### src/rtl/fib_controller.sv
// Sequencing FSM for the stack-based Fibonacci datapath (start/busy/done handshake).
// Optional FIB_CTRL_CYCLE_CNT_EN adds an 8-bit `cycles` output counting busy cycles.
module fib_controller (
  input  logic       clk,
  input  logic       clr,
  input  logic       start,
  input  logic       gt,
  input  logic       is_empty,
  output logic       dp_clr,
  output logic       sel_reg,
  output logic       ld,
  output logic       sel_cmp,
  output logic       sel_sub,
  output logic       push,
  output logic       pop,
  output logic       en,
  output logic       busy,
`ifdef FIB_CTRL_CYCLE_CNT_EN
  output logic [7:0] cycles,
`endif
  output logic       done
);

  localparam logic [3:0] StIdle   = 4'd0;
  localparam logic [3:0] StInit   = 4'd1;
  localparam logic [3:0] StLoad   = 4'd2;
  localparam logic [3:0] StCheck  = 4'd3;
  localparam logic [3:0] StPush1  = 4'd4;
  localparam logic [3:0] StPush2  = 4'd5;
  localparam logic [3:0] StAdd    = 4'd6;
  localparam logic [3:0] StPopChk = 4'd7;
  localparam logic [3:0] StDone   = 4'd8;

  logic [3:0] state_q, state_d;

  always_ff @(posedge clk or negedge clr) begin
    if (!clr) begin
      state_q <= StIdle;
    end else begin
      state_q <= state_d;
    end
  end

  always_comb begin
    state_d = state_q;
    dp_clr  = 1'b0;
    sel_reg = 1'b0;
    ld      = 1'b0;
    sel_cmp = 1'b0;
    sel_sub = 1'b0;
    push    = 1'b0;
    pop     = 1'b0;
    en      = 1'b0;
    busy    = 1'b0;
    done    = 1'b0;
    case (state_q)
      StIdle: begin
        if (start) state_d = StInit;
      end
      StInit: begin
        busy    = 1'b1;
        dp_clr  = 1'b1;
        state_d = StLoad;
      end
      StLoad: begin
        busy    = 1'b1;
        sel_reg = 1'b1;
        ld      = 1'b1;
        state_d = StCheck;
      end
      StCheck: begin
        busy    = 1'b1;
        state_d = gt ? StPush1 : StAdd;
      end
      StPush1: begin
        busy    = 1'b1;
        push    = 1'b1;
        state_d = StPush2;
      end
      StPush2: begin
        busy    = 1'b1;
        sel_sub = 1'b1;
        push    = 1'b1;
        state_d = StPopChk;
      end
      StAdd: begin
        busy    = 1'b1;
        en      = 1'b1;
        state_d = StPopChk;
      end
      StPopChk: begin
        busy = 1'b1;
        // Register reloads from the stack top on the same edge as the pop.
        if (!is_empty) begin
          pop     = 1'b1;
          ld      = 1'b1;
          state_d = StCheck;
        end else begin
          state_d = StDone;
        end
      end
      StDone: begin
        done = 1'b1;
        if (!start) state_d = StIdle;
      end
      default: state_d = StIdle;
    endcase
  end

`ifdef FIB_CTRL_CYCLE_CNT_EN
  logic [7:0] cycles_q, cycles_d;

  // Zeroed on the IDLE->INIT edge so INIT itself is counted by the time DONE is reached.
  always_comb begin
    cycles_d = cycles_q;
    if (state_q == StIdle && start) begin
      cycles_d = 8'd0;
    end else if (busy) begin
      cycles_d = cycles_q + 8'd1;
    end
  end

  always_ff @(posedge clk or negedge clr) begin
    if (!clr) begin
      cycles_q <= 8'd0;
    end else begin
      cycles_q <= cycles_d;
    end
  end

  assign cycles = cycles_q;
`endif

endmodule
### config.mk
export PLATFORM = sky130hd
export DESIGN_NAME = fib_controller
export DESIGN_NICKNAME = d
export VERILOG_FILES = /design/src/rtl/fib_controller.sv
export SDC_FILE = /design/constraint.sdc
export NUM_CORES = 1
export LEC_CHECK = 0
export ABC_AREA = 1
export CAP_MARGIN = 20
export CORE_AREA = 4 4 41 43
export DETAILED_ROUTE_END_ITERATION = 8
export DIE_AREA = 0 0 45 47
export PLACE_DENSITY = 0.56
export SLEW_MARGIN = 30
export SYNTH_ARGS = -nofsm -noshare
export SYNTH_HDL_FRONTEND = slang
export SYNTH_SLANG_ARGS = --single-unit
### constraint.sdc
create_clock -name clk -period 1.35 [get_ports clk]
set_input_delay 0.405 -clock clk [delete_from_list [all_inputs] [get_ports clk]]
set_output_delay 0.405 -clock clk [all_outputs]
set_load 0.1 [all_outputs]
==> results.sh, run 1 <==
# physical design summary
export IMPL_worst_hold_slack_ns=0.372
export IMPL_top_register="state_q"
export IMPL_fin_ws_ns=-0.332
export IMPL_rsz0062_at_grt="true"
export IMPL_tritoncts="built"
export IMPL_tns_ns=-2.39
export IMPL_setup_viol=9
export IMPL_wl_met1_um=385
export IMPL_ant_nets=0
export IMPL_numCtsBuffers=3
export IMPL_coreArea_um2=1300
export IMPL_fp_util_pct=22.6
export IMPL_root_buffer="clkbuf_4"
export IMPL_top_cells_by_area="dfrtp_1 (34%), nor2_1 (13%), nand2_1 (8.9%)"
export IMPL_placementRows=13
export IMPL_syn2layout_area_growth_pct=178
export IMPL_ys_sh_xor_pct=0
export IMPL_status="finished with violations"
export IMPL_crit_cells=4
export IMPL_crit_chain="buf_4 > nand2_4 > o22ai_4 > buf_12"
export IMPL_cp_slowest_cell="dfrtp_2"
export IMPL_nClkBuffers=3
export IMPL_cp_startpoint="state_q[1]"
export IMPL_ios=15
export IMPL_use_met2_pct=20.1
export IMPL_violations="setup timing"
export IMPL_largest_reg_flops=4
export IMPL_aoi_share_pct=15.3
run_1/m1.png
Bar = 10 µm. Supply wires on this layer in grey.
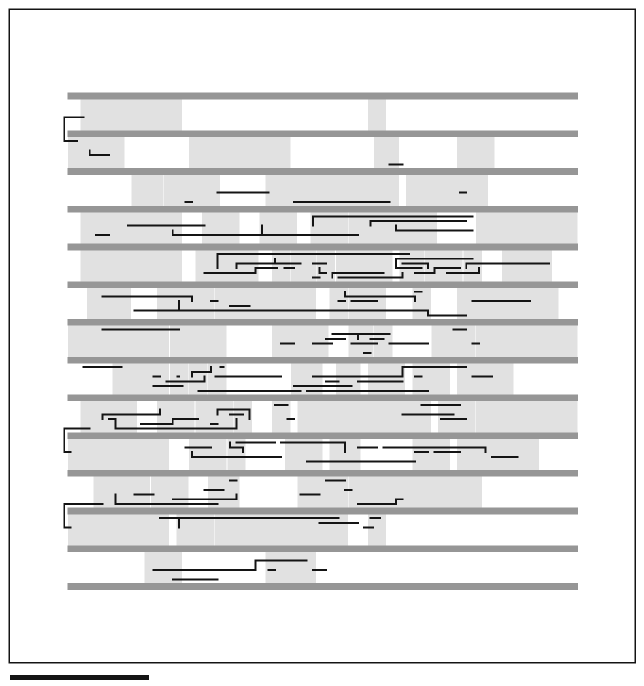
62 nets have wire on it. The wires run mostly horizontal. The longest straight run is 21.2 µm.
M1 GR Usage: 12.1%
total number of vias: 392
Routed Wire Length: 1.06 mm

run_1/layers.png
Two of the layers only.
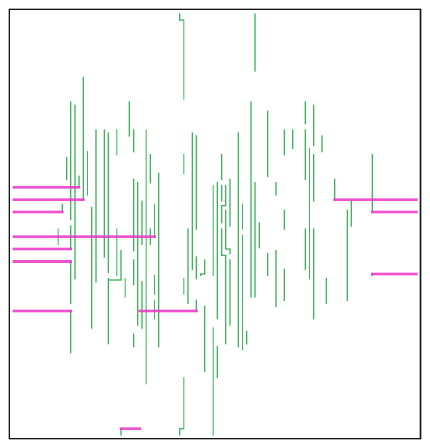
Key: green = M2 [wire length 580 µm]; magenta = M3 [wire length 81.0 µm]
per-cell routed wire length: 11.8 µm
Total Routing Usage GR: 12.0%

run_1/floorplan.png
Pins as bars on the die edge. Tap cells in grey.
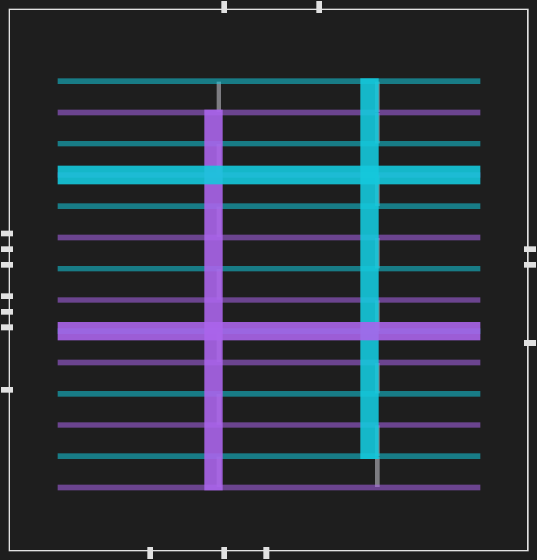
Key: cyan = VDD; purple = VSS
2 straps on met5. 15 tap cells.
Die Width: 45 µm
die span in y: 47 µm

## Run 2: what changed since run 1
==> constraint.sdc (replaced) <==
create_clock -name clk -period 1.35 [get_ports clk]
set_input_delay 0.3375 -clock clk [delete_from_list [all_inputs] [get_ports clk]]
set_output_delay 0.3375 -clock clk [all_outputs]
set_load 0.1 [all_outputs]
run_2/port_trees.png
Bar = 10 µm.
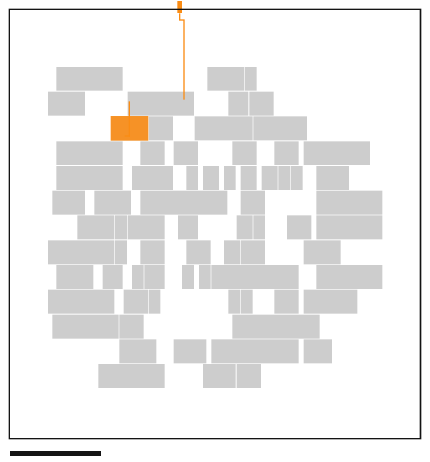
Key: orange = `pop` [bits 1, direction output, edge top, end cells 1, buffers 1, wire 14.0 µm]
number of I/O pins: 15
I/O Buffers: 13

run_2/floorplan.png
Pins as bars on the die edge. Tap cells in grey.
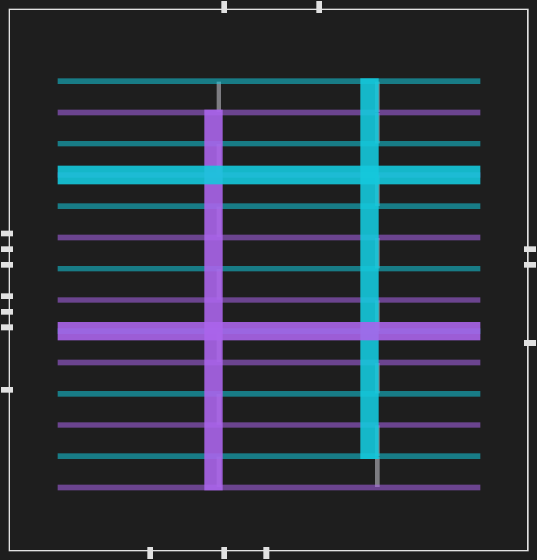
Key: purple = VSS; cyan = VDD
14 met1 rails follow the rows. 2 straps on met4. 15 signal pins sit on the boundary.
Std-Cell Core Area: 1300 µm²

==> run 2 against run 1 <==
  * Critical endpoint unchanged
  * The flow still finishes with violations (setup timing)
  * Die area stayed put
  * Critical path depth stayed put
  * Worst hold slack worse by 0.075 ns
  * Largest cell class unchanged
  * Via count is 2.3% lower
  * Core utilization is 1.9 points lower
  * Critical path type unchanged
  * First-iteration DRC count is 2 higher
  * Sequential cell count stayed put
  * Count of clock-buffer cells in the layout stayed put
  * Highest routed layer unchanged
==> results.sh, run 2 <==
# physical design summary
export IMPL_status="finished with violations"
export IMPL_violations="setup timing"
export IMPL_wirelength_mm=1.03
export IMPL_aoi_share_pct=15.3
export IMPL_top_cells_by_area="dfrtp_1 (34%), nor2_1 (13%), nand2_1 (8.9%)"
export IMPL_die_width_um=45
export IMPL_largest_reg_flops=4
export IMPL_ant_nets=0
export IMPL_die_y_um=47
export IMPL_cp_slowest_cell="dfrtp_2"
export IMPL_rsz0062_at_grt="true"
export IMPL_top_register="state_q"
export IMPL_placementRows=13
export IMPL_cp_startpoint="state_q[0]"
export IMPL_setup_viol=9
export IMPL_crit_chain="inv_1 > nand2_4 > o22ai_4 > buf_12"
export IMPL_fin_ws_ns=-0.259
export IMPL_root_buffer="clkbuf_4"
## Run 3: what changed since run 2
- RECOVER_POWER: default -> 25
run_3/port_trees.png
Bar = 10 µm.
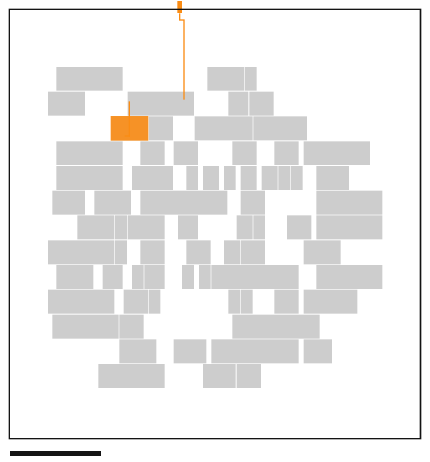
Key: orange = `pop` [bits 1, direction output, edge top, end cells 1, buffers 1, wire 14.0 µm]

run_3/floorplan.png
Pins as bars on the die edge. Tap cells in grey.
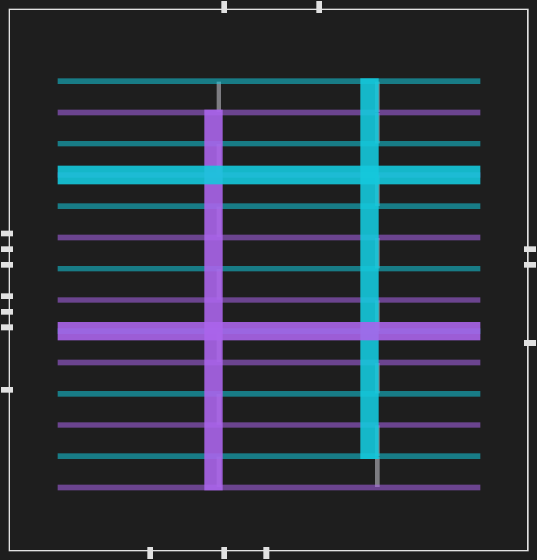
Key: cyan = VDD; purple = VSS
2 straps on met4. The core has 13 rows. 15 tap cells. 14 met1 rails follow the rows.

==> run 3 against run 2 <==
  * The flow still finishes with violations (setup timing)
  * First-iteration DRC count unchanged
  * Count of clock-buffer cells in the layout unchanged
  * Via count unchanged
  * Final area unchanged
  * Register-to-register slack about the same
  * Critical path depth unchanged
  * Non-clock buffer count unchanged
  * Synthesized area unchanged
  * Largest cell class unchanged
  * Core utilization unchanged
==> results.sh, run 3 <==
# physical design summary
export IMPL_ant_nets=0
export IMPL_met3_usage_pct=4.21
export IMPL_ys_sh_xor_pct=0
export IMPL_status="finished with violations"
export IMPL_ios=15
export IMPL_tns_ns=-1.87
export IMPL_die_y_um=47
export IMPL_use_met2_pct=20.3
export IMPL_cp_slowest_cell="dfrtp_2"
export IMPL_num_vias=383
export IMPL_grt_use_met1_pct=12.9
export IMPL_placementRows=13
export IMPL_syn2layout_area_growth_pct=169
export IMPL_numPortBuffers=13
export IMPL_rsz0062_at_grt="true"
export IMPL_wirelength_mm=1.03
export IMPL_synth_avg_cell_area_um2=6.68
export IMPL_violations="setup timing"
export IMPL_setup_viol=9
export IMPL_wl_per_cell_um=11.8
export IMPL_top_cells_by_area="dfrtp_1 (34%), nor2_1 (13%), nand2_1 (8.9%)"
export IMPL_numCtsBuffers=3
export IMPL_tritoncts="built"
export IMPL_wl_met2_um=544
export IMPL_largest_reg_flops=4
export IMPL_crit_chain="inv_1 > nand2_4 > o22ai_4 > buf_12"
export IMPL_fp_util_pct=22.6
export IMPL_fin_ws_ns=-0.259
export IMPL_cp_startpoint="state_q[0]"
export IMPL_aoi_share_pct=15.3
export IMPL_worst_hold_slack_ns=0.367
export IMPL_crit_cells=4
export IMPL_wl_met1_um=370
export IMPL_top_register="state_q"
